--- config.mk ---
export PLATFORM = sky130hd
export DESIGN_NAME = serial_subtractor
export DESIGN_NICKNAME = d
export VERILOG_FILES = /design/src/rtl/serial_subtractor_pkg.sv /design/src/rtl/serial_subtractor_half_subtractor.sv /design/src/rtl/serial_subtractor.sv
export SDC_FILE = /design/constraint.sdc
export NUM_CORES = 1
export LEC_CHECK = 0
export CORE_UTILIZATION = 40
export CTS_BUF_LIST = sky130_fd_sc_hd__clkbuf_8
export CTS_CLUSTER_DIAMETER = 80
export DETAILED_ROUTE_END_ITERATION = 8
export GPL_ROUTABILITY_DRIVEN = 0
export SYNTH_ARGS = -nofsm -noshare
export SYNTH_HDL_FRONTEND = slang
export SYNTH_SLANG_ARGS = --single-unit
export TNS_END_PERCENT = 5
--- constraint.sdc ---
create_clock -name clk -period 3.37 [get_ports clk]
set_input_delay 0.674 -clock clk [delete_from_list [all_inputs] [get_ports clk]]
set_output_delay 0.674 -clock clk [all_outputs]
set_load 0.03 [all_outputs]
--- src/rtl/serial_subtractor_pkg.sv ---
`default_nettype none
// ============================================================================
// Module      : serial_subtractor_pkg
// Description : Shared definitions for the bit-serial subtractor.
//               - FSM state encodings (2-bit): IDLE, SHIFT, DONE
//               - clog2_f: ceiling log2 helper used to size the bit counter
// Ports       : none (package)
// Revision    : 1.0 - initial release
// ============================================================================
package serial_subtractor_pkg;

    // FSM state encodings
    localparam logic [1:0] c_idle  = 2'd0;
    localparam logic [1:0] c_shift = 2'd1;
    localparam logic [1:0] c_done  = 2'd2;

    // Ceiling log2; returns 0 for values of 0 or 1.
    function automatic int clog2_f(input int value);
        int res;
        int v;
        res = 0;
        v   = value - 1;
        while (v > 0) begin
            res = res + 1;
            v   = v >>> 1;
        end
        return res;
    endfunction

endpackage : serial_subtractor_pkg
`default_nettype wire

--- src/rtl/serial_subtractor_half_subtractor.sv ---
`default_nettype none
// ============================================================================
// Module      : half_subtractor
// Description : One-bit half subtractor, x - y.
// Ports       : x      - minuend bit
//               y      - subtrahend bit
//               diff   - difference bit  (x ^ y)
//               borrow - borrow-out      (~x & y)
// Revision    : 1.0 - initial release
// ============================================================================
module half_subtractor (
    input  logic x,
    input  logic y,
    output logic diff,
    output logic borrow
);

    assign diff   = x ^ y;
    assign borrow = ~x & y;

endmodule : half_subtractor
`default_nettype wire

--- src/rtl/serial_subtractor.sv ---
`default_nettype none
// ============================================================================
// Module      : serial_subtractor
// Description : Bit-serial unsigned subtractor, diff = a - b, LSB first, one
//               bit per clock with a registered borrow. Operands are captured
//               on an accepted start; the result is published with a one-cycle
//               done pulse WIDTH+1 edges after acceptance and held until the
//               next result.
// Parameters  : WIDTH  - operand/result width, 2..32 (default 8)
// Ports       : clk    - clock, rising edge
//               rst    - asynchronous active-high reset
//               start  - request pulse, sampled only in IDLE
//               a, b   - minuend / subtrahend, captured on accepted start
//               busy   - high while bits are being shifted (SHIFT state)
//               done   - one-cycle pulse when diff/borrow are updated
//               diff   - a - b modulo 2^WIDTH
//               borrow - 1 when a < b (unsigned)
//               ovf    - signed overflow (only with SERIAL_SUB_OVF_EN)
// Options     : SERIAL_SUB_OVF_EN - adds the ovf output and its logic
// Revision    : 1.0 - initial release
// ============================================================================
module serial_subtractor
    import serial_subtractor_pkg::*;
#(
    parameter int WIDTH = 8
) (
    input  logic             clk,
    input  logic             rst,
    input  logic             start,
    input  logic [WIDTH-1:0] a,
    input  logic [WIDTH-1:0] b,
    output logic             busy,
    output logic             done,
    output logic [WIDTH-1:0] diff,
    output logic             borrow
`ifdef SERIAL_SUB_OVF_EN
    ,
    output logic             ovf
`endif
);

    // Counter holds 0..WIDTH, so one bit beyond clog2 avoids wrap-around.
    localparam int              CNT_W  = clog2_f(WIDTH) + 1;
    localparam logic [CNT_W-1:0] c_last = CNT_W'(WIDTH - 1);

    logic [1:0]       r_state;
    logic [WIDTH-1:0] r_a_sh;
    logic [WIDTH-1:0] r_b_sh;
    logic [WIDTH-1:0] r_res;
    logic             r_bin;
    logic [CNT_W-1:0] r_cnt;
    logic             r_done;
    logic [WIDTH-1:0] r_diff;
    logic             r_borrow;

    logic             w_d1;
    logic             w_b1;
    logic             w_d;
    logic             w_b2;
    logic             w_bout;

    // Full-subtract cell: (a - b) first, then subtract the incoming borrow.
    half_subtractor u_hs_ab (
        .x      (r_a_sh[0]),
        .y      (r_b_sh[0]),
        .diff   (w_d1),
        .borrow (w_b1)
    );

    half_subtractor u_hs_bin (
        .x      (w_d1),
        .y      (r_bin),
        .diff   (w_d),
        .borrow (w_b2)
    );

    // At most one of the two stages can borrow, so OR merges them.
    assign w_bout = w_b1 | w_b2;

    always_ff @(posedge clk or posedge rst) begin
        if (rst) begin
            r_state  <= c_idle;
            r_a_sh   <= '0;
            r_b_sh   <= '0;
            r_res    <= '0;
            r_bin    <= 1'b0;
            r_cnt    <= '0;
            r_done   <= 1'b0;
            r_diff   <= '0;
            r_borrow <= 1'b0;
        end else begin
            r_done <= 1'b0;
            case (r_state)
                c_idle: begin
                    if (start) begin
                        r_a_sh  <= a;
                        r_b_sh  <= b;
                        r_bin   <= 1'b0;
                        r_cnt   <= '0;
                        r_state <= c_shift;
                    end
                end
                c_shift: begin
                    // Result bits enter at the MSB and march toward bit 0,
                    // so after WIDTH shifts the first bit sits at the LSB.
                    r_res  <= {w_d, r_res[WIDTH-1:1]};
                    r_a_sh <= {1'b0, r_a_sh[WIDTH-1:1]};
                    r_b_sh <= {1'b0, r_b_sh[WIDTH-1:1]};
                    r_bin  <= w_bout;
                    r_cnt  <= r_cnt + 1'b1;
                    if (r_cnt == c_last) begin
                        r_state <= c_done;
                    end
                end
                c_done: begin
                    r_diff   <= r_res;
                    r_borrow <= r_bin;
                    r_done   <= 1'b1;
                    r_state  <= c_idle;
                end
                default: begin
                    r_state <= c_idle;
                end
            endcase
        end
    end

`ifdef SERIAL_SUB_OVF_EN
    // Operand sign bits are shifted out of a_sh/b_sh, so keep copies.
    logic r_a_msb;
    logic r_b_msb;
    logic r_ovf;

    always_ff @(posedge clk or posedge rst) begin
        if (rst) begin
            r_a_msb <= 1'b0;
            r_b_msb <= 1'b0;
            r_ovf   <= 1'b0;
        end else begin
            if (r_state == c_idle && start) begin
                r_a_msb <= a[WIDTH-1];
                r_b_msb <= b[WIDTH-1];
            end
            if (r_state == c_done) begin
                // Overflow only when signs differ and the result sign
                // disagrees with the minuend sign.
                r_ovf <= (r_a_msb ^ r_b_msb) & (r_a_msb ^ r_res[WIDTH-1]);
            end
        end
    end

    assign ovf = r_ovf;
`endif

    assign busy   = (r_state == c_shift);
    assign done   = r_done;
    assign diff   = r_diff;
    assign borrow = r_borrow;

endmodule : serial_subtractor
`default_nettype wire
Figure 1. Signal wires by layer (run 1).
Scale: 4 px per µm.
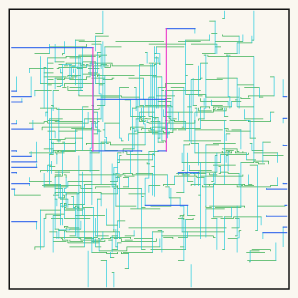
[cyan] met2 | wire length: 1,480 µm
[green] met1 | wire length: 1,520 µm
[magenta] met4 | wire length: 56.4 µm
[blue] met3 | wire length: 141 µm

Figure 2. Pin placement (run 1).
Scale: 6 px per µm. Pins as bars across the die edge, other pins in grey.
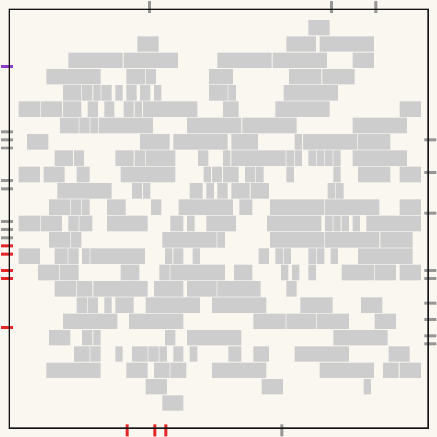
[red] b | pins: 8 | direction: input | edge: 5 left, 3 bottom
[purple] clk | pins: 1 | direction: input | edge: left

==> reports/metrics.yaml, run 1 <==
outcome: "complete, no violations"
io_buffers: 29
drt_iter0_markers: 105
pre_cts_ws_ns: 0.9321
ys_cells: 167
vias: 1269
setup_viol: 0
p_leak_nw: 1.052
cap_violations: 0
switching_share_pct: 34.34
drc: 0
fp.dieH_um: 69.58
crit_fanout: 12
crit_chain: "nand2b_1 -> inv_1 -> clkdlybuf4s50_1"
core-area_um2: 4384
cp-start-kind: "register"
layout.nets: 218
grt_pass1_wl_um: 5761
seqPwrFrac_pct: 45.6
cts_buffer_depth: 2
drv_slew: 0
p_comb_uw: 578
yosysTopAreaCell: "dfrtp_1"
combPwrFrac_pct: 34.0
required_ns: 2.70
cts_sinks: 41
lay_top_count: "dfrtp_1"
yosys-top-cells-area: "dfrtp_1, nand2_1, mux2_4"
grt_max_degree: 42
cts_hold_buf: 0
top_cell: "dfrtp_1"
n_antenna_cell: 0
fin_cells: 250
cts_resized: 0
cts_tree: "yes"
max_slew_margin_pct: 65.51
post-dp-hpwl_um: 2051
seq-power_uw: 777
Figure 3. Clock nets (run 1).
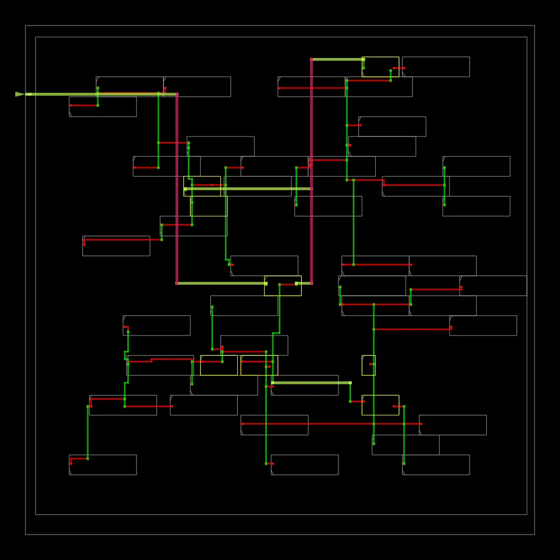
clk_skew: 0.002829 ns
clock buf count: 7
P_clk: 347 µW

## run 1: worst paths after layout
| check | from | cells past startpoint | slack (ns) | to |
|---|---|---|---|---|
| setup / recovery | r_state[1] | 3 | 0.62 | busy |
| hold / removal | r_a_sh[1] | 2 | 0.50 | r_a_sh[1] |
| setup reg to reg | r_state[0] | 4 | 1.93 | r_cnt[3] |
| hold reg to reg | r_a_sh[1] | 2 | 0.50 | r_a_sh[1] |
| max in group asynchronous | rst | 3 | 2.19 | diff[0] |
| min in group asynchronous | rst | 3 | 0.82 | borrow |
## run 1: cell families (layout without fill, tap and decap cells)
family          Yosys count  count (layout)  share of synthesized area [%]
simple gates             59              59                          15.68
compound gates           41              41                          13.63
flops                    41              41                          56.16
buf+inv                  14              45                          4.725
mux                      10              10                          8.014
fa+ha+maj                 2               2                          1.781
## run 1: flip-flops by register name (all words and copies together) (netlist names)
| signal | count |
|---|---|
| r_bin | 1 |
| diff | 8 |
| r_a_sh | 8 |
| r_cnt | 4 |
| r_res | 8 |
| done | 1 |
| borrow | 1 |
| r_b_sh | 8 |
| r_state | 2 |
## run 1: critical path, delay by kind of cell, from the launching register on
family / cells / cell delay (ns)
buffers and inverters: 2 / 1.07
DFF: 1 / 0.38
and+or+nand+nor: 1 / 0.32
## run 1: per-layer routing
| layer | vias up | wire, µm | track usage, % |
|---|---|---|---|
| met3 | 5 | 141 | 3.924 |
| met5 | - | 0 | 0 |
| li1 | 626 | - | - |
| met1 | 607 | 1520 | 19.08 |
| met2 | 31 | 1481 | 24.06 |
| met4 | 0 | 56 | 7.483 |
## run 1: cell type report
class / instances / share of cell area [%]
inverters: 4 / 0.6696
well taps: 52 / 2.902
clock inverters: 1 / 0.2232
repair buffers: 33 / 14.29
multi-input cells: 112 / 31.86
flip-flops and latches: 41 / 45.76
clock buffers: 7 / 4.297
Figure 4. Placement density heat map (run 1).
Scale: 6 px per µm. 7 x 7 tiles, from black (low) to pale yellow (high), 0 to 100% covered.
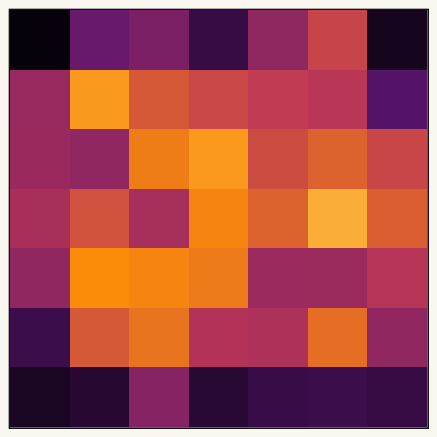

--- run 2 (diff from run 1) ---
- PLACE_DENSITY: not set -> 0.65
- clock period: 3.37 -> 2.35 ns (I/O delays scaled with it)
Figure 5. Placement density heat map (run 2).
Scale: 6 px per µm. 7 x 7 tiles, from black (low) to pale yellow (high), 0 to 100% covered.
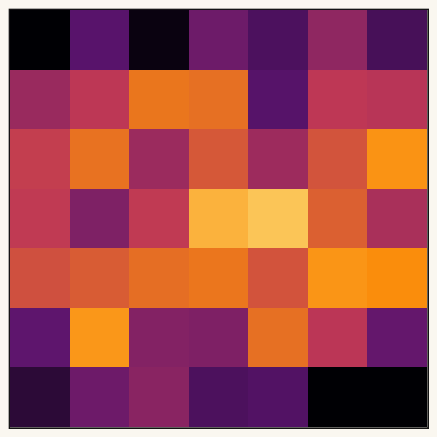
fullest tile: 88%
mean over tiles: 45%
nearly empty tiles: 6.1%
tiles over 75% full: 12%

==> run 2 against run 1 <==
Against the previous run:
- sequential share of layout area is 0.15 points higher
- sequential power up 43%
- setup slack worse by 0.31 ns
- synthesized cell count did not move
- critical endpoint unchanged
- largest power group unchanged
==> reports/metrics.yaml, run 2 <==
cts_hold_buf: 0  # unchanged
lay_top_count: "dfrtp_1"
crit_chain: "nand2b_1 -> inv_1 -> buf_4"
crit_path_max_incr_delay_ns: 0.38
ant_nets: 0
outcome: "complete, no violations"
cts_buffer_depth: 2  # unchanged
yosys-top-cells-area: "dfrtp_1, nand2_1, mux2_4"
drt_iter0_markers: 56  # -47%
n_antenna_cell: 0  # unchanged
core-area_um2: 4384  # unchanged
yosysTopAreaCell: "dfrtp_1"
post-dp-hpwl_um: 2271  # +11%
pre_cts_ws_ns: 0.3970  # -0.5351 ns
ys_cells: 167  # unchanged
endpoint_kind: "output port"
grt_pass1_wl_um: 5727  # -0.59%
post_drt_wl_per_cell_um: 12.95
max_slew_margin_pct: 65.64  # +0.13 points
top_cell: "dfrtp_1"
setup_viol: 0  # unchanged
grt_max_degree: 42  # unchanged
fin_cells: 250  # unchanged
layout.nets: 218  # unchanged
fp.dieH_um: 69.58  # unchanged
io_buffers: 29  # unchanged
drv_slew: 0  # unchanged
cp-start-kind: "register"
cts_sinks: 41  # unchanged
required_ns: 1.88  # -0.82 ns
cap_violations: 0  # unchanged
fin_skew_ns: 0.004816  # +0.001986 ns
crit_fanout: 12  # unchanged
==> run 2: final timing paths <==
path	start	to	slack [ns]	depth (start not counted)
worst max-delay path	r_state[1]	busy	0.31	3
worst min-delay path	r_a_sh[1]	r_a_sh[1]	0.49	2
worst max register to register	r_state[0]	diff[3]	0.82	4
worst min register to register	r_a_sh[1]	r_a_sh[1]	0.49	2
max in group asynchronous	rst	r_a_sh[3]	1.37	3
min in group asynchronous	rst	r_res[6]	0.62	3
==> run 2: cells by family after synthesis <==
| logic type | share of synthesized area, % |
|---|---|
| flops | 56.16 |
| mux | 8.014 |
| buf+inv | 4.725 |
| compound gates | 13.63 |
| fa+ha+maj | 1.781 |
| simple gates | 15.68 |
==> run 2: layout make-up <==
cell class	count	area (µm²)
clock inverters	2	13.76
clock buffers	6	82.58
flip-flops and latches	41	1026
repair buffers	33	317.8
fillers	396	2150
inverters	4	15.01
well taps	52	65.06
multi-input cells	112	714.4
==> run 2: power breakdown <==
part / switching, mW / total [mW] / internal, mW
Combinational: 0.441 / 0.825 / 0.384
Sequential: 0.165 / 1.11 / 0.949
Clock: 0.237 / 0.475 / 0.238
==> run 2: critical path, delay by kind of cell (launching register included) <==
family	cells	cell delay (ns)
AND/OR/NAND/NOR	1	0.32
buffers and inverters	2	0.58
flip-flops	1	0.38
==> run 2: layer usage <==
metal,vias up,global-route usage [%],share of wire (%)
met5,-,0,0
met4,0,4.082,1.0
met3,5,3.488,3.6
met2,33,25.46,49
met1,616,18.27,46
li1,624,-,-
Figure 6. Clock nets (run 2).
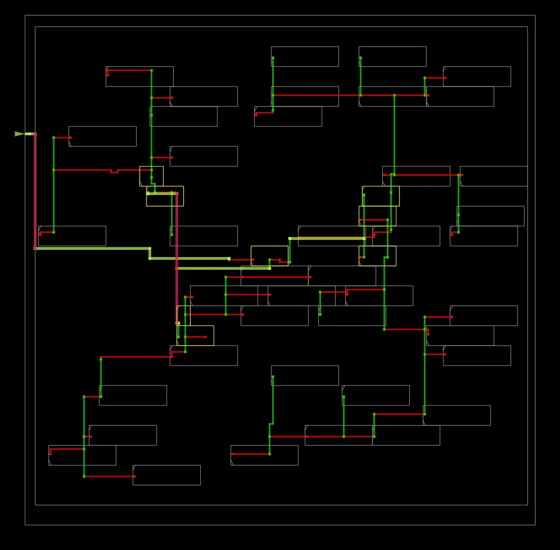

--- run 3 (diff from run 2) ---
- CORE_ASPECT_RATIO: not set -> 0.7
- PLACE_DENSITY: 0.65 -> not set
- clock period: 2.35 -> 2.3 ns (I/O delays scaled with it)
Figure 7. Clock nets (run 3).
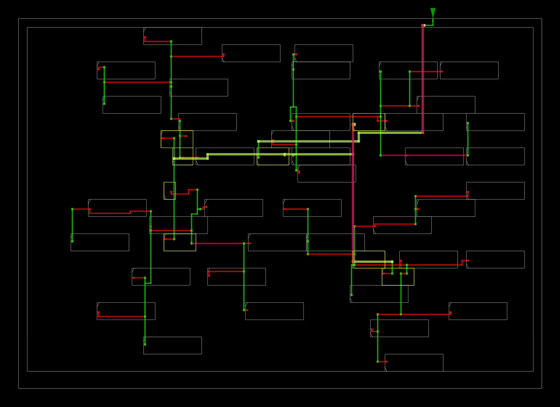
clk_skew: 0.01156 ns
Sink Count: 41

==> run 3 against run 2 <==
Against the previous run:
- synthesized cell count unchanged
- sequential power hardly changed
- total power grew 3.0%
- design area increased by 0.50%
- clock power is 4% higher
- clock-buffer cell count stayed put
- area after synthesis unchanged
- die size is essentially flat
- hold slack worse by 0.0083 ns
- register-to-register slack better by 0.03 ns
- critical path depth is the same
==> reports/metrics.yaml, run 3 <==
endpoint_kind: "output port"
crit_path_start: "r_state[1]"
min-delay-start: "r_res[0]"
outcome: "complete, no violations"
cap_violations: 0  # unchanged
crit_fanout: 11  # -1
cts_hold_buf: 0  # unchanged
muxShareOfSynthArea_pct: 8.014  # unchanged
layout.nets: 219  # +0.46%
yosysTopAreaCell: "dfrtp_1"
r2r_end: "r_cnt[3]"
ys_cells: 167  # unchanged
crit_buf_inv: 2  # unchanged
setup_viol: 0  # unchanged
aoi_share_pct: 13.63  # unchanged
crit_chain: "nand2b_1 -> inv_1 -> buf_4"
grt_pass1_wl_um: 5575  # -2.7%
min_to: "r_res[0]"
grt_max_degree: 42  # unchanged
synth-xor-area-share_pct: 0  # unchanged
post_drt_wl_per_cell_um: 12.89  # -0.42%
rrSetupSlack_ns: 0.85  # +0.03 ns
io_buffers: 29  # unchanged
max_slew_margin_pct: 66.35  # +0.70 points
synth-adder-area-share_pct: 1.781  # unchanged
lay_top_count: "dfrtp_1"
post-dp-hpwl_um: 2117  # -6.8%
fp.dieH_um: 58.54  # -16%
fillers: 402  # +1.5%
rows: 20
logic_family: "simple AND/OR/NAND/NOR gates"
simple_gate_area_share_pct: 15.68  # unchanged
crit_path_max_incr_delay_ns: 0.37  # about the same
cp_top_family: "buffers and inverters"
ant_nets: 0  # unchanged
core-area_um2: 4354  # -0.68%
cp-start-kind: "register"
required_ns: 1.84  # -0.04 ns
worstReg2RegStart: "r_state[0]"
## run 3: worst max path at each step
stage | end | slack, ns | cells after the start
final | busy | 0.51 | 3
after floorplan | borrow | 0.89 | 1
after detailed placement | r_cnt[3] | 0.30 | 4
after global placement | r_cnt[3] | 0.42 | 4
after global routing | busy | 0.40 | 3
after CTS | busy | 0.49 | 3
## run 3: area by class of cell
class | count | area [µm²] | area share (%)
clock inverter | 2 | 13.76 | 0.6128
clock buffer | 6 | 82.58 | 3.677
inverter | 4 | 15.01 | 0.6685
sequential | 41 | 1026 | 45.68
multi-input combinational | 112 | 714.4 | 31.81
timing repair buffer | 34 | 325.3 | 14.48
tap | 55 | 68.82 | 3.064
## run 3: cell families (layout without fill, tap and decap cells)
logic type,count (synthesis),in the layout
simple gates,59,59
compound gates,41,41
flops,41,41
buf+inv,14,46
mux,10,10
fa+ha+maj,2,2
## run 3: power by group
group	switching (mW)	internal, mW
registers	0.170	0.969
clock network	0.248	0.243
logic	0.454	0.403
total	0.872	1.61
## run 3: metal layers
metal	global-route usage [%]	vias to the layer above	part of all wire (%)
li1	-	632	-
met1	21.83	609	51
met2	22.83	23	45
met3	4.186	5	3.6
met4	6.158	0	1.2
met5	0	-	0
## run 3: worst min-delay path: cells and delay by family (launching register included)
kind / cells / cell delay [ns]
AND/OR/NAND/NOR: 2 / 0.10
flip-flops: 1 / 0.35
## run 3: through the flow
step	cells	hold slack (ns)	setup WS (ns)	instance area [µm²]	power (mW)
2_1_floorplan	167	0.4460	0.8940	1827	1.764
3_3_place_gp	246	0.4641	0.4157	2150	1.988
3_5_place_dp	246	0.4706	0.3029	2150	2.016
4_1_cts	254	0.4899	0.4869	2246	2.512
5_1_grt	254	0.5144	0.4035	2246	2.667
6_report	254	0.4810	0.5094	2246	2.487
Power is estimated from default activity; no workload was simulated.
